[src/rtl/cpu_pkg.sv]
// Shared pipeline definitions: forwarding-select encodings, the default
// register address width and the per-source select helper.
package cpu_pkg;

  localparam int REG_ADDR_W_DEFAULT = 5;

  localparam logic [1:0] FWD_RF  = 2'b00;
  localparam logic [1:0] FWD_EX  = 2'b01;
  localparam logic [1:0] FWD_MEM = 2'b10;

  // Forwarding priority for one source: the EX result is younger than the
  // returning load data, so it wins when both match the same register.
  function automatic logic [1:0] fwd_pick(input logic used,
                                          input logic ex_hit,
                                          input logic mem_hit);
    logic [1:0] sel;
    sel = FWD_RF;
    if (used) begin
      if (ex_hit) begin
        sel = FWD_EX;
      end else if (mem_hit) begin
        sel = FWD_MEM;
      end
    end
    return sel;
  endfunction

endpackage

[src/rtl/hazard_scoreboard_if.sv]
// Bundle between the ID stage (master) and the hazard scoreboard (slave).
// src_addr and fwd_sel carry source 0 in their most significant slice;
// src_used bit s belongs to source s.
interface hazard_scoreboard_if
  import cpu_pkg::*;
#(
  parameter int REG_ADDR_W = REG_ADDR_W_DEFAULT,
  parameter int NUM_SRC    = 2,
  parameter int LQ_DEPTH   = 4
);

  localparam int CNT_W = $clog2(LQ_DEPTH) + 1;

  logic                          issue_valid;
  logic                          issue_wr_en;
  logic                          issue_is_load;
  logic [REG_ADDR_W-1:0]         issue_rd;
  logic [NUM_SRC-1:0]            src_used;
  logic [NUM_SRC*REG_ADDR_W-1:0] src_addr;
  logic                          mem_ack;
  logic                          stall;
  logic [2*NUM_SRC-1:0]          fwd_sel;
  logic                          wb_en;
  logic [REG_ADDR_W-1:0]         wb_rd;
  logic [CNT_W-1:0]              lq_count;
  logic                          lq_full;
  logic                          ack_err;
  logic [31:0]                   perf_stall_cnt;
  logic [31:0]                   perf_load_cnt;

  modport master (
    output issue_valid, issue_wr_en, issue_is_load, issue_rd,
           src_used, src_addr, mem_ack,
    input  stall, fwd_sel, wb_en, wb_rd, lq_count, lq_full, ack_err,
           perf_stall_cnt, perf_load_cnt
  );

  modport slave (
    input  issue_valid, issue_wr_en, issue_is_load, issue_rd,
           src_used, src_addr, mem_ack,
    output stall, fwd_sel, wb_en, wb_rd, lq_count, lq_full, ack_err,
           perf_stall_cnt, perf_load_cnt
  );

endinterface

[src/rtl/load_dest_queue.sv]
// In-order FIFO of outstanding load destinations with a parallel
// address-match port per query. The head entry is hidden from the match
// ports in the cycle it is popped, since its data is arriving right now.
module load_dest_queue
  import cpu_pkg::*;
#(
  parameter int ADDR_W = REG_ADDR_W_DEFAULT,
  parameter int DEPTH  = 4,
  parameter int NUM_Q  = 3,
  localparam int PTR_W = $clog2(DEPTH),
  localparam int CNT_W = $clog2(DEPTH) + 1
) (
  input  logic                    clk,
  input  logic                    reset,
  input  logic                    push,
  input  logic [ADDR_W-1:0]       push_rd,
  input  logic                    pop,
  input  logic [NUM_Q*ADDR_W-1:0] query,    // query q at [q*ADDR_W +: ADDR_W]
  output logic [NUM_Q-1:0]        match,
  output logic [ADDR_W-1:0]       head_rd,
  output logic [CNT_W-1:0]        count,
  output logic                    full,
  output logic                    empty
);

  logic [ADDR_W-1:0] mem_q [DEPTH];
  logic [ADDR_W-1:0] mem_d [DEPTH];
  logic [DEPTH-1:0]  vld_q, vld_d;
  logic [PTR_W-1:0]  rd_ptr_q, rd_ptr_d;
  logic [PTR_W-1:0]  wr_ptr_q, wr_ptr_d;
  logic [CNT_W-1:0]  cnt_q, cnt_d;
  logic [DEPTH-1:0]  live;
  logic              pop_ok;
  logic              push_ok;

  assign empty   = (cnt_q == '0);
  assign full    = (cnt_q == CNT_W'(DEPTH));
  assign pop_ok  = pop && !empty;
  // A push into a full queue is only legal when the head leaves this cycle.
  assign push_ok = push && (!full || pop_ok);
  assign head_rd = mem_q[rd_ptr_q];
  assign count   = cnt_q;

  // Pointer, occupancy and storage next-state; the push is applied after the
  // pop so a full-queue push/pop into the same slot leaves it occupied.
  always_comb begin
    mem_d    = mem_q;
    vld_d    = vld_q;
    rd_ptr_d = rd_ptr_q;
    wr_ptr_d = wr_ptr_q;
    cnt_d    = cnt_q;
    if (pop_ok) begin
      vld_d[rd_ptr_q] = 1'b0;
      rd_ptr_d        = rd_ptr_q + 1'b1;
    end
    if (push_ok) begin
      mem_d[wr_ptr_q] = push_rd;
      vld_d[wr_ptr_q] = 1'b1;
      wr_ptr_d        = wr_ptr_q + 1'b1;
    end
    case ({push_ok, pop_ok})
      2'b10:   cnt_d = cnt_q + 1'b1;
      2'b01:   cnt_d = cnt_q - 1'b1;
      default: cnt_d = cnt_q;
    endcase
  end

  // Entries visible to the match ports: the acked head has already left.
  always_comb begin
    live = vld_q;
    if (pop_ok) begin
      live[rd_ptr_q] = 1'b0;
    end
  end

  for (genvar gi = 0; gi < NUM_Q; gi++) begin : g_match
    logic [DEPTH-1:0] hit;
    // Compare one query address against every live entry.
    always_comb begin
      hit = '0;
      for (int i = 0; i < DEPTH; i++) begin
        hit[i] = live[i] && (mem_q[i] == query[gi*ADDR_W +: ADDR_W]);
      end
    end
    assign match[gi] = |hit;
  end

  // Queue state registers, fully cleared while reset is low.
  always_ff @(posedge clk) begin
    if (!reset) begin
      for (int i = 0; i < DEPTH; i++) begin
        mem_q[i] <= '0;
      end
      vld_q    <= '0;
      rd_ptr_q <= '0;
      wr_ptr_q <= '0;
      cnt_q    <= '0;
    end else begin
      for (int i = 0; i < DEPTH; i++) begin
        mem_q[i] <= mem_d[i];
      end
      vld_q    <= vld_d;
      rd_ptr_q <= rd_ptr_d;
      wr_ptr_q <= wr_ptr_d;
      cnt_q    <= cnt_d;
    end
  end

endmodule

[src/rtl/hazard_scoreboard.sv]
// Hazard and forwarding controller between ID and the RF/ALU. Tracks the
// single ALU writer in EX and up to LQ_DEPTH outstanding loads, and derives
// the ID stall, per-source forwarding selects and the load write-back.
// Optional performance counters are built when HAZARD_SCOREBOARD_PERF_EN
// is defined; otherwise the counter outputs read as zero.
module hazard_scoreboard
  import cpu_pkg::*;
#(
  parameter int REG_ADDR_W = REG_ADDR_W_DEFAULT,
  parameter int NUM_SRC    = 2,
  parameter int LQ_DEPTH   = 4
) (
  input logic                clk,
  input logic                reset,
  hazard_scoreboard_if.slave bus
);

  localparam int CNT_W = $clog2(LQ_DEPTH) + 1;
  localparam int NUM_Q = NUM_SRC + 1;

  logic                        ex_valid_q, ex_valid_d;
  logic [REG_ADDR_W-1:0]       ex_rd_q, ex_rd_d;
  logic                        ack_err_q, ack_err_d;

  logic [REG_ADDR_W-1:0]       src_a [NUM_SRC];
  logic [NUM_Q*REG_ADDR_W-1:0] q_query;
  logic [NUM_Q-1:0]            q_match;
  logic [REG_ADDR_W-1:0]       q_head;
  logic [CNT_W-1:0]            q_count;
  logic                        q_full;
  logic                        q_empty;

  logic                        wb_en_w;
  logic                        pop_w;
  logic                        push_w;
  logic                        accept_w;
  logic                        raw_w;
  logic                        waw_w;
  logic                        cap_w;
  logic                        stall_w;
  logic [2*NUM_SRC-1:0]        fwd_w;

  // Unpack source addresses: source 0 sits in the top slice of src_addr.
  for (genvar gi = 0; gi < NUM_SRC; gi++) begin : g_src
    assign src_a[gi] = bus.src_addr[(NUM_SRC-gi)*REG_ADDR_W-1 -: REG_ADDR_W];
  end

  // Query layout for the queue: one port per source, then issue_rd for WAW.
  always_comb begin
    q_query = '0;
    for (int s = 0; s < NUM_SRC; s++) begin
      q_query[s*REG_ADDR_W +: REG_ADDR_W] = src_a[s];
    end
    q_query[NUM_SRC*REG_ADDR_W +: REG_ADDR_W] = bus.issue_rd;
  end

  load_dest_queue #(
    .ADDR_W (REG_ADDR_W),
    .DEPTH  (LQ_DEPTH),
    .NUM_Q  (NUM_Q)
  ) u_lq (
    .clk     (clk),
    .reset   (reset),
    .push    (push_w),
    .push_rd (bus.issue_rd),
    .pop     (pop_w),
    .query   (q_query),
    .match   (q_match),
    .head_rd (q_head),
    .count   (q_count),
    .full    (q_full),
    .empty   (q_empty)
  );

  // Stall, accept and write-back decisions; all forced quiet during reset.
  always_comb begin
    pop_w   = reset && bus.mem_ack;
    wb_en_w = pop_w && !q_empty;
    raw_w   = 1'b0;
    for (int s = 0; s < NUM_SRC; s++) begin
      raw_w = raw_w || (bus.src_used[s] && q_match[s]);
    end
    waw_w    = bus.issue_wr_en && q_match[NUM_SRC];
    cap_w    = bus.issue_is_load && q_full && !bus.mem_ack;
    stall_w  = reset && bus.issue_valid && (raw_w || waw_w || cap_w);
    accept_w = reset && bus.issue_valid && !stall_w;
    push_w   = accept_w && bus.issue_is_load;
  end

  // Per-source forwarding selects; source 0 occupies the top two bits.
  always_comb begin
    fwd_w = '0;
    if (reset) begin
      for (int s = 0; s < NUM_SRC; s++) begin
        fwd_w[(NUM_SRC-s)*2-1 -: 2] = fwd_pick(bus.src_used[s],
                                               ex_valid_q && (ex_rd_q == src_a[s]),
                                               wb_en_w && (q_head == src_a[s]));
      end
    end
  end

  // Next EX slot content and sticky ack error.
  always_comb begin
    ex_valid_d = accept_w && bus.issue_wr_en && !bus.issue_is_load;
    ex_rd_d    = ex_valid_d ? bus.issue_rd : '0;
    ack_err_d  = ack_err_q || (bus.mem_ack && q_empty);
  end

  // EX slot and error flag registers.
  always_ff @(posedge clk) begin
    if (!reset) begin
      ex_valid_q <= 1'b0;
      ex_rd_q    <= '0;
      ack_err_q  <= 1'b0;
    end else begin
      ex_valid_q <= ex_valid_d;
      ex_rd_q    <= ex_rd_d;
      ack_err_q  <= ack_err_d;
    end
  end

  assign bus.stall    = stall_w;
  assign bus.fwd_sel  = fwd_w;
  assign bus.wb_en    = wb_en_w;
  assign bus.wb_rd    = wb_en_w ? q_head : '0;
  assign bus.lq_count = q_count;
  assign bus.lq_full  = q_full;
  assign bus.ack_err  = ack_err_q;

`ifdef HAZARD_SCOREBOARD_PERF_EN
  logic [31:0] perf_stall_q, perf_stall_d;
  logic [31:0] perf_load_q, perf_load_d;

  // Saturating event counters.
  always_comb begin
    perf_stall_d = perf_stall_q;
    perf_load_d  = perf_load_q;
    if (stall_w && (perf_stall_q != 32'hFFFF_FFFF)) begin
      perf_stall_d = perf_stall_q + 32'd1;
    end
    if (push_w && (perf_load_q != 32'hFFFF_FFFF)) begin
      perf_load_d = perf_load_q + 32'd1;
    end
  end

  // Counter registers.
  always_ff @(posedge clk) begin
    if (!reset) begin
      perf_stall_q <= '0;
      perf_load_q  <= '0;
    end else begin
      perf_stall_q <= perf_stall_d;
      perf_load_q  <= perf_load_d;
    end
  end

  assign bus.perf_stall_cnt = perf_stall_q;
  assign bus.perf_load_cnt  = perf_load_q;
`else
  assign bus.perf_stall_cnt = '0;
  assign bus.perf_load_cnt  = '0;
`endif

endmodule

[src/flat_wrapper.sv]
// flat-port wrapper written by rule: the top's interface ports become plain ports
module hazard_scoreboard_flat import cpu_pkg::*;
#(
  parameter int REG_ADDR_W = REG_ADDR_W_DEFAULT,
  parameter int NUM_SRC    = 2,
  parameter int LQ_DEPTH   = 4
)
  (clk, reset, bus_issue_valid, bus_issue_wr_en, bus_issue_is_load, bus_issue_rd, bus_src_used, bus_src_addr, bus_mem_ack, bus_stall, bus_fwd_sel, bus_wb_en, bus_wb_rd, bus_lq_count, bus_lq_full, bus_ack_err, bus_perf_stall_cnt, bus_perf_load_cnt);
  hazard_scoreboard_if #(.REG_ADDR_W(REG_ADDR_W), .NUM_SRC(NUM_SRC), .LQ_DEPTH(LQ_DEPTH)) bus_i ();
  input logic clk;
  input logic reset;
  input wire logic [$bits(bus_i.issue_valid)-1:0] bus_issue_valid;
  input wire logic [$bits(bus_i.issue_wr_en)-1:0] bus_issue_wr_en;
  input wire logic [$bits(bus_i.issue_is_load)-1:0] bus_issue_is_load;
  input wire logic [$bits(bus_i.issue_rd)-1:0] bus_issue_rd;
  input wire logic [$bits(bus_i.src_used)-1:0] bus_src_used;
  input wire logic [$bits(bus_i.src_addr)-1:0] bus_src_addr;
  input wire logic [$bits(bus_i.mem_ack)-1:0] bus_mem_ack;
  output wire logic [$bits(bus_i.stall)-1:0] bus_stall;
  output wire logic [$bits(bus_i.fwd_sel)-1:0] bus_fwd_sel;
  output wire logic [$bits(bus_i.wb_en)-1:0] bus_wb_en;
  output wire logic [$bits(bus_i.wb_rd)-1:0] bus_wb_rd;
  output wire logic [$bits(bus_i.lq_count)-1:0] bus_lq_count;
  output wire logic [$bits(bus_i.lq_full)-1:0] bus_lq_full;
  output wire logic [$bits(bus_i.ack_err)-1:0] bus_ack_err;
  output wire logic [$bits(bus_i.perf_stall_cnt)-1:0] bus_perf_stall_cnt;
  output wire logic [$bits(bus_i.perf_load_cnt)-1:0] bus_perf_load_cnt;
  assign bus_i.issue_valid = bus_issue_valid;
  assign bus_i.issue_wr_en = bus_issue_wr_en;
  assign bus_i.issue_is_load = bus_issue_is_load;
  assign bus_i.issue_rd = bus_issue_rd;
  assign bus_i.src_used = bus_src_used;
  assign bus_i.src_addr = bus_src_addr;
  assign bus_i.mem_ack = bus_mem_ack;
  assign bus_stall = bus_i.stall;
  assign bus_fwd_sel = bus_i.fwd_sel;
  assign bus_wb_en = bus_i.wb_en;
  assign bus_wb_rd = bus_i.wb_rd;
  assign bus_lq_count = bus_i.lq_count;
  assign bus_lq_full = bus_i.lq_full;
  assign bus_ack_err = bus_i.ack_err;
  assign bus_perf_stall_cnt = bus_i.perf_stall_cnt;
  assign bus_perf_load_cnt = bus_i.perf_load_cnt;
  hazard_scoreboard #(.REG_ADDR_W(REG_ADDR_W), .NUM_SRC(NUM_SRC), .LQ_DEPTH(LQ_DEPTH)) u_core (.clk(clk), .reset(reset), .bus(bus_i));
endmodule
[config.mk]
export PLATFORM = sky130hd
export DESIGN_NAME = hazard_scoreboard_flat
export DESIGN_NICKNAME = d
export VERILOG_FILES = /design/src/rtl/cpu_pkg.sv /design/src/rtl/hazard_scoreboard_if.sv /design/src/rtl/load_dest_queue.sv /design/src/rtl/hazard_scoreboard.sv /design/src/flat_wrapper.sv
export SDC_FILE = /design/constraint.sdc
export NUM_CORES = 1
export LEC_CHECK = 0
export CAP_MARGIN = 20
export CELL_PAD_IN_SITES_DETAIL_PLACEMENT = 0
export CELL_PAD_IN_SITES_GLOBAL_PLACEMENT = 2
export CORE_MARGIN = 2
export CORE_UTILIZATION = 30
export DETAILED_ROUTE_END_ITERATION = 6
export PLACE_DENSITY_LB_ADDON = 0.1
export SLEW_MARGIN = 20
export SYNTH_ARGS = -nofsm -noshare
export SYNTH_HDL_FRONTEND = slang
export SYNTH_SLANG_ARGS = --single-unit
export TNS_END_PERCENT = 10
[constraint.sdc]
create_clock -name clk -period 6.85 [get_ports clk]
set_clock_uncertainty 0.15 [all_clocks]
set_input_delay 1.37 -clock clk [delete_from_list [all_inputs] [get_ports clk]]
set_output_delay 1.37 -clock clk [all_outputs]
set_load 0.01 [all_outputs]
==> changes_impl.md <==
### Implementation results

* Status: finished clean
* Synthesized registers at 38
* Resized Gates After CTS at 0
* Max VDD drop at 0.0860 mV
* Ys async rst share at 0%
* Ports at 103
* IO buf count at 38
* Slowest Stage Delay on Critical Path at 580 ps
* Routed met3 length at 390 µm
* Worst Max-Slew Pin Slew at 756 ps
* Fin crit period at 5570 ps
* N_diodes at 0
* FMAX at 180 MHz
* WL met2 at 3910 µm
* Nets at 444
* Number of global-route vias before repair at 2349
* WP buf/inv at 2
* Leakage at 1.46 nW
* Area contributors post-synth: dfxtp_1, buf_4, xnor2_1
* Layout area overhead at 12.9%
* Postcts setup bufs at 0
* CP max FO at 11
* Cycle use final at 81.2%
* Drt initial violations at 119
* Clock transition at the registers of the reported paths at 60 ps
* Final Setup Violations at 0
* Post-synth EDFFs at 0
* Hpwl dp at 6930 µm
* Slowest-stage cell, CP: clkdlybuf4s50_1
* TNS Setup at 0 ps
* Ys flop type: dfxtp_1
* DRC at 0
* Chip area at 0.0122 mm²
* Pwr Density at 177 mW/mm²
* Initial antenna violation count at 0
* Root buffer cell: clkbuf_16
* Syn Area/Cell at 8.76 µm²
* Tool Warnings at 32
* TritonCTS clock tree: done
* Crit path DRT at 5330 ps
* Synth area leader: dfxtp_1
* Levels on crit path at 9
* CTS max path bufs at 2
* Final Wtd Congestion at 0.853
* Drt first pass iters at 4
* Seq share, synth at 22.5%
* HP Class: register to register
* Congestion Overflow GR at 0
* GR Util All Layers at 15.1%
* Crit path DAT at 4050 ps
* Delay-heaviest family, CP: buffers and inverters
* Largest net degree at the start of global routing at 31
* Slew Limit Fails at 0
* Post-Synthesis Cells at 387
* Synth top cells by count: buf_4, xnor2_1, dfxtp_1
* Area leader share at 22.5%
* First-pass GRT wire length at 13400 µm
* Placement Cell Area at 0.00362 mm²
* # rows at 38
* Hold_buf cts at 0
## worst paths after layout
path | from | to | slack, ps
hold / removal | u_core.bus.ack_err$_SDFF_PN0_ | u_core.bus.ack_err$_SDFF_PN0_ | 330
hold reg to reg | u_core.bus.ack_err$_SDFF_PN0_ | u_core.bus.ack_err$_SDFF_PN0_ | 330
setup reg to reg | u_core.u_lq.count[2]$_SDFFE_PN0P_ | u_core.u_lq.count[2]$_SDFFE_PN0P_ | 2940
setup / recovery | bus_mem_ack | bus_stall | 1280
## layout make-up
type	instances	area [µm²]
clock inverters	2	60.1
inverters	21	78.8
well taps	140	175
flip-flops and latches	38	761
multi-input cells	306	2220
repair buffers	39	388
fillers	1129	7110
clock buffers	6	139
## placed cells by master, fill, tap and decap left out, types with 9 or more instances in the layout
cell type,n
ha_1,9
nor4_1,13
xnor2_1,51
nand2_1,33
inv_1,21
mux2i_1,22
clkdlybuf4s50_1,38
nand3_1,9
dfxtp_1,38
nor2_1,12
conb_1,64
xor2_1,32
## tightest hold or removal path, stage by stage, from the launching register on
cell and delay [ps]:
dfxtp_1 330, a21oi_1 40, nor2_1 70
## state kept, by name (all words and copies together) (netlist names)
register	cells
u_core.bus.ack_err	1
u_core.ex_rd_q	5
u_core.ex_valid_q	1
u_core.u_lq.count	3
u_core.u_lq.mem_q	20
u_core.u_lq.rd_ptr_q	2
u_core.u_lq.vld_q	4
u_core.u_lq.wr_ptr_q	2
## power by group
part	internal, mW	total, mW	leakage (nW)	switching [mW]
Sequential	0.228	0.241	0.308	0.0126
Clock	0.219	0.313	0.0971	0.0942
Combinational	0.0515	0.122	1.05	0.0703
Total	0.498	0.675	1.46	0.177
## metrics by stage
stage / total power, mW / hold slack [ps] / utilization (%) / setup WS, ps
3_5_place_dp: 0.368 / 308 / 33.1 / 1140
4_1_cts: 0.684 / 330 / 34.9 / 1110
2_1_floorplan: 0.358 / 318 / - / 2520
5_1_grt: 0.707 / 384 / 35.0 / 1060
3_3_place_gp: 0.368 / 323 / 33.1 / 1240
6_report: 0.675 / 331 / 35.0 / 1280
## layer usage
layer	global-route usage, %	vias to the layer above
met1	21.2	1158
met3	1.76	12
li1	-	1189
met5	0	-
met4	4.91	0
met2	24.0	84
## kinds of logic (layout without fill, tap and decap cells)
logic type	after synthesis	after routing	synth area share, %
compound gates	18	18	4.65
xor+xnor	83	83	21.5
fa+ha+maj	10	10	3.91
buf+inv	106	68	19.4
flops	38	38	22.5
mux	27	27	9.82
other cells	1	64	0.111
simple gates	104	104	18.2
Fig. 1: clock network drawn from the DEF
(2 px per µm)
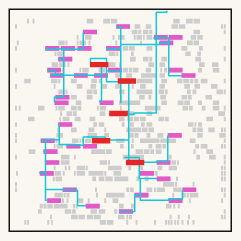
clock wires -> cyan  # length 630 µm
flip-flops -> magenta  # count 38
clock drivers -> red  # count 5
routed clock nets = 6
Clock power frac: 46.3%
clk pwr: 313 µW
Latency at later pin: 280 ps

Fig. 2: the clock network
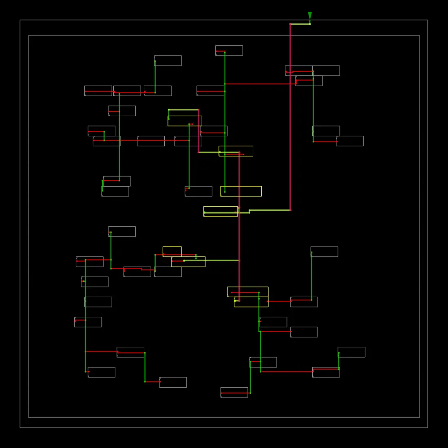
Sink Count: 38
clk_buf instances: 6
total CTS buffers: 5
Flops: 38

Fig. 3: metal layers overlaid
(4 px per µm)
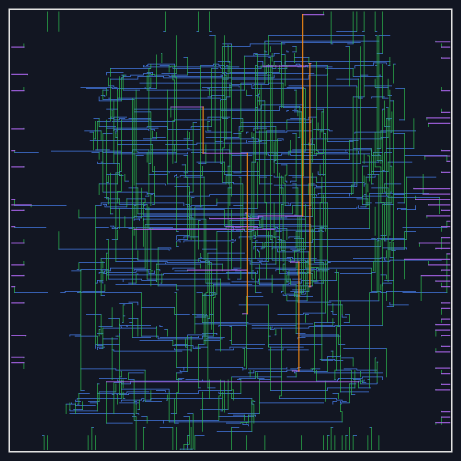
metal 1 -> blue  # wire length 4230 µm
metal 2 -> green  # wire length 3910 µm
metal 3 -> purple  # wire length 391 µm
metal 4 -> orange  # wire length 185 µm
total vias in the final route: 2443
Routed WL: 8720 µm
Routed WL per cell: 15.8 µm

Fig. 4: gate families picked out
(2 px per µm)
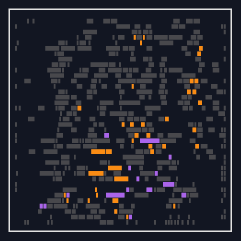
nor cells -> orange  # cells 38
aoi and oai cells -> purple  # cells 15
highest-count logic cell in the final layout: conb_1
Final Non-Filler Cells: 552
multi-input gate share of total cell area: 58.1%

Fig. 5: supply network
(3 px per µm) Pins as bars on the die edge.
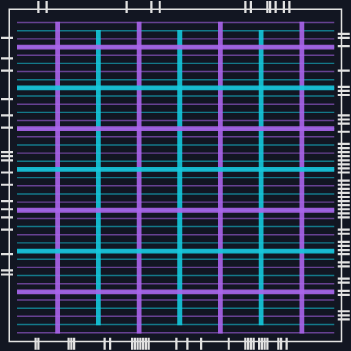
VSS -> purple
VDD -> cyan
signal pins = 103
met5 straps = 7
met4 straps = 7
core footprint: 0.0109 mm²
die height: 110 µm
Die Span X: 110 µm

Power is estimated from default activity; no workload was simulated.
